==> run_1/gates.png <==
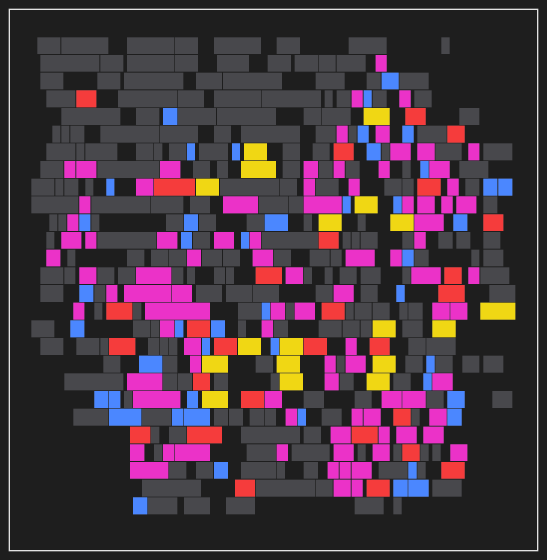
==> run_1/ff_map.png <==
Other sequential cells in the stronger grey, the rest of the logic in the fainter grey.
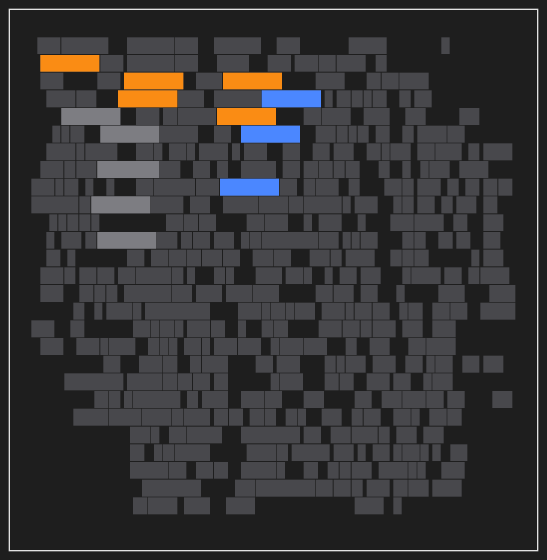
==> run_1/clock_nets.png <==
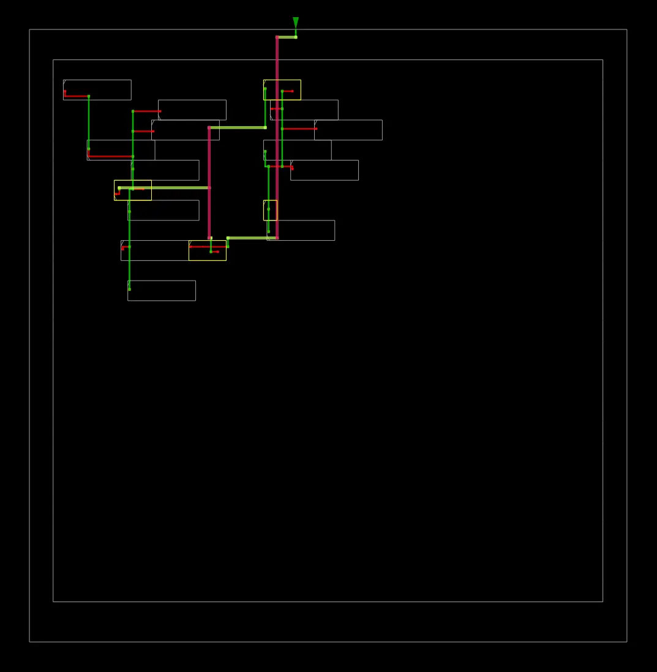
==> run_1/clock_wires.png <==
Bar = 20 um.
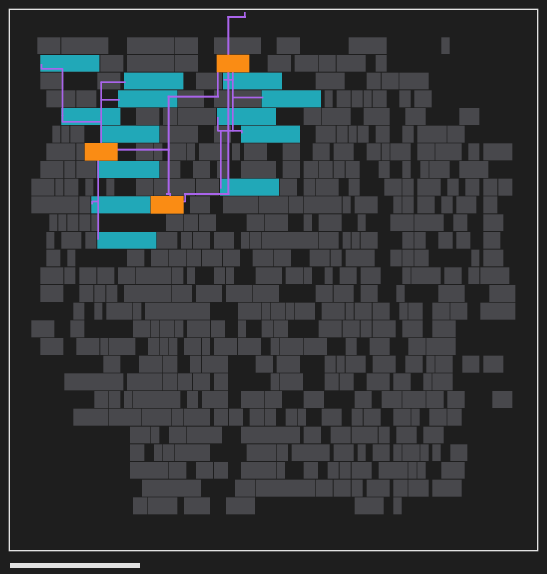
==> config.mk <==
export PLATFORM = sky130hd
export DESIGN_NAME = sa_oport
export DESIGN_NICKNAME = d
export VERILOG_FILES = /design/src/rtl/sa_oport.sv
export SDC_FILE = /design/constraint.sdc
export NUM_CORES = 1
export LEC_CHECK = 0
export CORE_AREA = 3 3 78 80
export CTS_CLUSTER_DIAMETER = 80
export DETAILED_ROUTE_END_ITERATION = 6
export DIE_AREA = 0 0 81 83
export GPL_ROUTABILITY_DRIVEN = 0
export PLACE_DENSITY = 0.69
export SLEW_MARGIN = 10
export SYNTH_ARGS = -nofsm -noshare
export SYNTH_HDL_FRONTEND = slang
export SYNTH_SLANG_ARGS = --single-unit
==> constraint.sdc <==
create_clock -name clk -period 6.8 [get_ports clk]
set_input_delay 2.04 -clock clk [delete_from_list [all_inputs] [get_ports clk]]
set_output_delay 2.04 -clock clk [all_outputs]
set_load 0.05 [all_outputs]
==> summary.txt <==
State of the implementation.

- The sum of overflow across all layers after global routing is 0, for reference.
- The accumulated negative setup slack is 0 ps, for reference.
- The cell area reported after detailed placement is 3350 sq um, for reference.
- The OpenROAD report gives the critical path a required time of 4760 ps.
- The synthesized flop and latch total is 13, for reference.
- The post-cts hold-fix buffer tally is 0, for reference.
- Counting I/O delays and the setup requirement, the final critical path takes 6680 ps.
- The detail-routed net length per standard cell is 16.1 um, for reference.
- The post-synth count of flops with an enable pin is 0.
- By area the synthesized netlist is led by sky130_fd_sc_hd__dfrtp_1, sky130_fd_sc_hd__ha_1, sky130_fd_sc_hd__mux2i_1.
- Looking at the max-slew report, the worst-margin pin has a slew of 506 ps.
- Max-slew check failures listed in the final report amount to 0.
- The final critical-path share of the clock period is 98.3%, for reference.
- The via count of the first global-routing pass is 2695, for reference.
- The number of antenna violations at the first check in global routing was 0.
- The run finished with clean final reports.
- After the first detailed-routing iteration, the DRC count stood at about 140.
- The worst hold path belongs to the class reg2reg.
- The synthesis-to-finish area growth is 35.6%, for reference.
- Measured along the y axis, the die boundary spans 83 um.
- The cell type contributing the most total cell area after synthesis is sky130_fd_sc_hd__dfrtp_1, for reference.
- The number of cells traversed by the worst register-to-register path is 24, for reference.
- The area fraction in and, or, nand and nor cells is 22.7%, for reference.
- For this run, the register share of the synthesized area comes to 12.2%.
- The remaining routing DRC violations is 0, for reference.
- Per the OpenROAD floorplan log, the width of the die is approximately 80 um.
- The detailed placer reported the number of placed instances as 461.
- The netlist area before placement is 2670 sq um, for reference.
- The fraction of synthesized area in multiplexers is 7.13%, for reference.
- 29 I/O pins were placed.
- The setup slack of the critical path after layout is about 120 ps, for reference.
- The area fraction of the largest cell type after synthesis is between 10% and 20%.
- The ratio of cells with drive above 1 in the final layout is 30.4%, for reference.
- For reference, the post-synthesis area per instance comes to 7.78 sq um.
- The first global-routing pass estimated between 10000 and 15000 um of wire.
- The report shows a maximum critical-path fanout of 6.
- The number of port buffers is 27, for reference.
- The post-synthesis share of cell area spent on xor and xnor gates is 2.86%, for reference.
- The yosys synthesis chip area is 2670 sq um, for reference.
- The delay of the slowest cell on the worst path is 310 ps, for reference.
- The type of the worst setup path is in2out, for reference.
- The OpenROAD warning count is ~40, for reference.
- The maximum clock frequency is 0.150 GHz, for reference.
- The clock-pin slew on the worst setup and hold paths is approximately 50 ps, for reference.
- For the worst setup path, the data arrival time is roughly 4600 ps.
- Counting along the longest clock path gives a buffer depth of 2.
- The area fraction in compound gates is 34.5%, for reference.
- The total area inside the core boundary comes to 5470 sq um.
- The root buffer cell chosen for the clock tree is sky130_fd_sc_hd__clkbuf_8.
- The headroom to the max-slew limit is between 60% and 70%, for reference.
- The register with the most flip-flops in the layout has 5 of them.
- The slowest stage cell on the critical path is sky130_fd_sc_hd__o311ai_0, for reference.
- Global routing consumed, over all layers together, 22.9% of the routing resources.
- The placement-stage worst setup slack is -232 ps, for reference.
- Once the floorplan was initialized, standard cells occupied 48.7% of the core.
- The final instance area is between 3000 and 4000 sq um, for reference.
- The yosys stat cell total is 343, for reference.
- After detailed routing, the total wire length is approximately 7700 um.
-- gates.png (at the start) --
Key: non-inverting ao/oa cells = red [cells 28]; mux cells = yellow [cells 18, most used mux2i_1]; nand cells = blue [cells 46, most used nand2_1]; aoi and oai cells = magenta [cells 89, most used a21oi_1]
filler-free cell count of the finished design: 476
most instantiated logic cell after routing: sky130_fd_sc_hd__buf_4

-- ff_map.png (at the start) --
Key: prio_q = blue [placed flops 3]; xbarSelOut = orange [placed flops 5]
Another 5 sequential cells are not coloured.
sequential share of cell area: 9.03%
flip-flop and latch area: 327 sq um
share of the core filled with cells in the final layout: 66.1%

-- clock_nets.png (at the start) --
clock net sink count: 13

-- clock_wires.png (at the start) --
Key: clock-net drivers = orange [count 3]; clock wires = purple [length 172 um]; flip-flops = cyan [count 13]
There are 4 routed clock nets.
Setup Skew: 4.94 ps
clk ins delay skew pair: 240 ps

-- run 1: cells by family (layout without fill, tap and decap cells) --
family,after synthesis,in the layout
AND/OR/NAND/NOR,118,118
AND-OR/OR-AND,117,117
buffers and inverters,44,105
adder cells (fa/ha/maj),25,25
multiplexers,18,18
flip-flops,13,13
XOR/XNOR,7,7
other,1,1
-- run 1: repair_timing --
action,CTS,global route
setup endpoints to repair,5,5
pin swaps,8,15
gates resized,12,24
setup buffers,1,10
-- run 1: layout make-up --
cell class	count	area (sq um)
multi-input combinational	286	2350
fill	469	1860
timing repair buffer	75	693
sequential	13	327
inverter	26	114
tap	72	90.1
clock buffer	3	41.3
clock inverter	1	5.00
-- run 1: synthesized netlist by cell type (3+ instances only) --
cell type / count
sky130_fd_sc_hd__o21ai_1: 3
sky130_fd_sc_hd__o31ai_1: 3
sky130_fd_sc_hd__o22ai_1: 4
sky130_fd_sc_hd__a21oi_1: 22
sky130_fd_sc_hd__xnor2_1: 4
sky130_fd_sc_hd__clkbuf_1: 4
sky130_fd_sc_hd__buf_4: 3
sky130_fd_sc_hd__nor3_1: 14
sky130_fd_sc_hd__o2bb2ai_1: 3
sky130_fd_sc_hd__a31oi_1: 6
sky130_fd_sc_hd__or2_1: 4
sky130_fd_sc_hd__nor2b_1: 3
sky130_fd_sc_hd__a2111oi_0: 3
sky130_fd_sc_hd__nor4_1: 3
sky130_fd_sc_hd__and2_1: 5
sky130_fd_sc_hd__o211ai_1: 6
sky130_fd_sc_hd__and3_1: 6
sky130_fd_sc_hd__nand2b_1: 11
sky130_fd_sc_hd__o311ai_0: 3
sky130_fd_sc_hd__inv_1: 24
sky130_fd_sc_hd__dfrtp_1: 12
sky130_fd_sc_hd__mux2_2: 3
sky130_fd_sc_hd__nand3_1: 10
sky130_fd_sc_hd__o21ai_0: 13
sky130_fd_sc_hd__nor2_1: 30
sky130_fd_sc_hd__mux2i_1: 13
sky130_fd_sc_hd__ha_1: 24
sky130_fd_sc_hd__buf_6: 5
sky130_fd_sc_hd__o211a_1: 4
sky130_fd_sc_hd__buf_2: 6
sky130_fd_sc_hd__a21o_1: 5
sky130_fd_sc_hd__a2111o_1: 3
sky130_fd_sc_hd__nand2_1: 20
-- run 1: worst max-delay path: cells and delay by family --
family | cells | cell delay (ps)
AND-OR/OR-AND | 6 | 1390
buffers and inverters | 5 | 900
AND/OR/NAND/NOR | 2 | 290
-- run 1: metal layers --
metal  GRT usage, %  vias to the layer above  routed length (um)
met5              0                        -                   0
met4           6.45                        0                 216
met3           2.82                       13                 287
met2           38.0                       70                3650
met1           30.7                     1373                3530
li1               -                     1406                   -
